==> config.mk <==
export PLATFORM = sky130hd
export DESIGN_NAME = oam_dma
export DESIGN_NICKNAME = d
export VERILOG_FILES = /design/src/rtl/oam_dma.sv
export SDC_FILE = /design/constraint.sdc
export NUM_CORES = 1
export LEC_CHECK = 0
export ABC_AREA = 1
export CAP_MARGIN = 20
export CORE_ASPECT_RATIO = 1.75
export CORE_MARGIN = 1.5
export CORE_UTILIZATION = 41
export DETAILED_ROUTE_END_ITERATION = 8
export PLACE_DENSITY_LB_ADDON = 0.3
export SYNTH_ARGS = -nofsm -noshare
export SYNTH_HDL_FRONTEND = slang
export SYNTH_SLANG_ARGS = --single-unit
==> constraint.sdc <==
create_clock -name clk -period 1.6 [get_ports clk]
set_input_delay 0.32 -clock clk [delete_from_list [all_inputs] [get_ports clk]]
set_output_delay 0.32 -clock clk [all_outputs]
set_load 0.01 [all_outputs]
==> src/rtl/oam_dma.sv <==
// oam_dma: sprite DMA engine that copies one 256-byte CPU page into PPU OAM.
//
// A CPU write of the page number to DMA_ADDR stalls the CPU. The engine then
// alternates GET (read a byte from memory) and PUT (write that byte to the
// PPU OAMDATA register) 256 times. GET cycles only fall on parity = 0, so the
// engine may insert one ALIGN cycle before the first GET.
//
// Ports:
//   clk, rst          one CPU cycle per clock, asynchronous active-low reset
//   cpu_addr_i/_wr_i  CPU bus address and write strobe (trigger detection)
//   cpu_rw_i          CPU cycle type; the engine waits in HALT while it is 0
//   cpu_data_i        page number latched on trigger
//   cpu_halt_o        stalls the CPU while a transfer is in progress
//   mem_addr_o/_rd_o  DMA read request; data arrives on mem_data_i next cycle
//   ppu_cs_o/_rw_o    PPU register access strobe and direction (0 = write)
//   ppu_addr_o/data_o PPU register index and write data
//   busy_o            transfer in progress
module oam_dma #(
    parameter logic [15:0] DMA_ADDR    = 16'h4014,
    parameter logic [2:0]  OAMDATA_REG = 3'h4
) (
    input  logic        clk,
    input  logic        rst,
    input  logic [15:0] cpu_addr_i,
    input  logic        cpu_wr_i,
    input  logic        cpu_rw_i,
    input  logic [7:0]  cpu_data_i,
    output logic        cpu_halt_o,
    output logic [15:0] mem_addr_o,
    output logic        mem_rd_o,
    input  logic [7:0]  mem_data_i,
    output logic        ppu_cs_o,
    output logic        ppu_rw_o,
    output logic [2:0]  ppu_addr_o,
    output logic [7:0]  ppu_data_o,
    output logic        busy_o
);

    typedef enum logic [2:0] {
        StIdle,
        StHalt,
        StAlign,
        StGet,
        StPut
    } state_e;

    state_e      state_q, state_d;
    logic        parity_q;
    logic [7:0]  page_q, page_d;
    logic [7:0]  idx_q, idx_d;

    // State register.
    always_ff @(posedge clk or negedge rst) begin
        if (!rst) begin
            state_q  <= StIdle;
            parity_q <= 1'b0;
            page_q   <= 8'h00;
            idx_q    <= 8'h00;
        end else begin
            state_q  <= state_d;
            parity_q <= ~parity_q;
            page_q   <= page_d;
            idx_q    <= idx_d;
        end
    end

    // Next-state logic.
    always_comb begin
        state_d = state_q;
        page_d  = page_q;
        idx_d   = idx_q;
        unique case (state_q)
            StIdle: begin
                if (cpu_wr_i && (cpu_addr_i == DMA_ADDR)) begin
                    page_d  = cpu_data_i;
                    idx_d   = 8'h00;
                    state_d = StHalt;
                end
            end
            StHalt: begin
                // Next cycle's parity is ~parity_q; GET must land on parity 0.
                if (cpu_rw_i) begin
                    state_d = parity_q ? StGet : StAlign;
                end
            end
            StAlign: state_d = StGet;
            StGet:   state_d = StPut;
            StPut: begin
                if (idx_q == 8'hFF) begin
                    state_d = StIdle;
                end else begin
                    idx_d   = idx_q + 8'd1;
                    state_d = StGet;
                end
            end
            default: state_d = StIdle;
        endcase
    end

    // Output decode from registered state; only PUT passes mem_data_i through.
    always_comb begin
        cpu_halt_o = (state_q != StIdle);
        busy_o     = (state_q != StIdle);
        mem_rd_o   = 1'b0;
        mem_addr_o = 16'h0000;
        ppu_cs_o   = 1'b0;
        ppu_rw_o   = 1'b1;
        ppu_addr_o = 3'h0;
        ppu_data_o = 8'h00;
        unique case (state_q)
            StGet: begin
                mem_rd_o   = 1'b1;
                mem_addr_o = {page_q, idx_q};
            end
            StPut: begin
                ppu_cs_o   = 1'b1;
                ppu_rw_o   = 1'b0;
                ppu_addr_o = OAMDATA_REG;
                ppu_data_o = mem_data_i;
            end
            default: begin
            end
        endcase
    end

endmodule

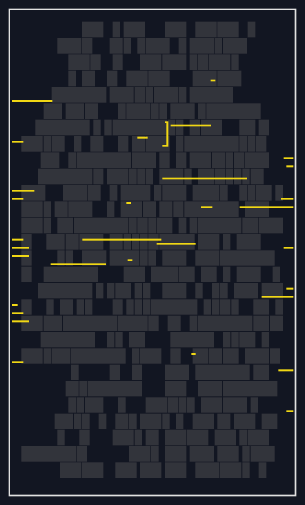
*Met3 routing*
Scale: 6 px per um. Cells faint in the background.
27 nets have wire on it. The layer holds 2.6% of the routed length.
GRT met3 Usage: 0.0156
Detailed Route WL: 4100 um
via count: 1,556

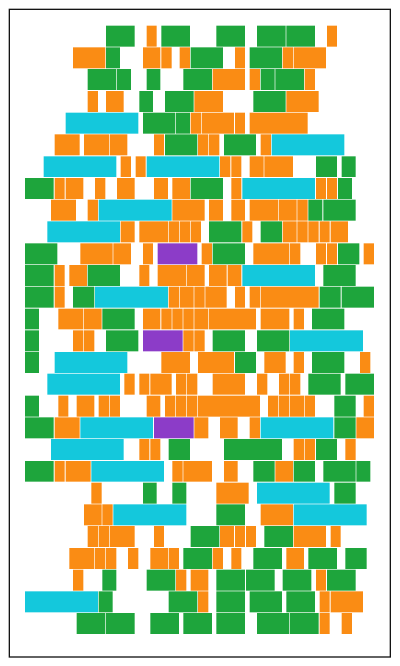
*Cell classes on the final placement*
Scale: 8 px per um.
Purple stands for cells driving clock nets, cells 3. Orange stands for all other logic, cells 175. Green stands for other buffers and delay cells, cells 92. Cyan stands for flip-flops, cells 20.
Core ar.: 0.00333 mm2
num rows: 28
design area: 0.00243 mm2

[power by group]
group          internal (mW)  switching [mW]  leakage, nW
Clock                  0.167           0.157       0.0216
Combinational          0.103          0.0541        0.938
Sequential             0.505               0        0.251
Total                  0.776           0.211         1.21
[worst max-delay path by stage]
stage	start	endpoint	slack, ns
final	state_q[2]	mem_addr_o[8]	-0.23
after global routing	state_q[1]	mem_addr_o[8]	-0.29
after CTS	state_q[0]	mem_addr_o[8]	-0.22
after detailed placement	state_q[0]	mem_addr_o[14]	-0.24
after global placement	state_q[1]	mem_addr_o[14]	-0.18
after floorplan	state_q[2]	mem_addr_o[10]	0.12
[flip-flops by register name, indices dropped and copies added, names as in the netlist]
| register | flops |
|---|---|
| idx_q | 8 |
| page_q | 8 |
| state_q | 3 |
| parity_q | 1 |
==> impl_metrics.csv <==
group,metric,value,unit
cells_and_area,final-comb-area,821,um2
final_timing,worst_slack,-0.232,ns
run_status,failed_checks,"setup timing",
synthesis,yosys.area_share.aoi,0.0847,
worst_setup_path,critPathCaptureType,"primary output",
place,gp_congestion,0.817,
final_timing,period_needed,1.83,ns
power_and_ir_drop,p_per_area,405,mW/mm2
detailed_routing,wl_met2,2470,um
worst_setup_path,cp_num_buf_inv,4,
synthesis,syn-cell-area,0.00142,mm2
final_timing,finalCritPeriodShare,1.14,
clocking,cts.path.max_buffers,2,
power_and_ir_drop,vdd_drop_max,486,uV
detailed_routing,viasPerCell,4.64,
cells_and_area,syn2layout_area_growth,71.8,%
worst_setup_path,cp.depth,6,
worst_setup_path,crit_path_top_delay_cell,"dfrtp_1",
global_routing,met2_usage,0.392,
detailed_routing,drc_errors,0,
worst_setup_path,cp-start-kind,"register",
global_routing,grt-busiest-layer,"met2",
run_status,status,"finished with violations",
cells_and_area,post-route-util,0.732,
clocking,postCtsSetupBuffers,12,
clocking,numCtsBuffers,3,
hold_path,hp-class,"in2async",
worst_setup_path,crit_top_cell,"buf_6",
clocking,clkSlewWorstSetupHoldPaths,0.07,ns
cells_and_area,num-nonclk-buffers,92,
place,portBuffers,65,
detailed_routing,first_pass_iters,4,
clocking,clock-root-buffer,"clkbuf_8",
synthesis,postSynthSeqShare,0.353,
global_routing,grt-ovfl-total,0,
cells_and_area,seq_share,0.206,
synthesis,adder_share,0.00883,
cells_and_area,nets,329,
run,tool_warnings,28,
final_timing,finalSetupViolations,46,
No activity file was given, so power comes from the tool's default toggle rates.
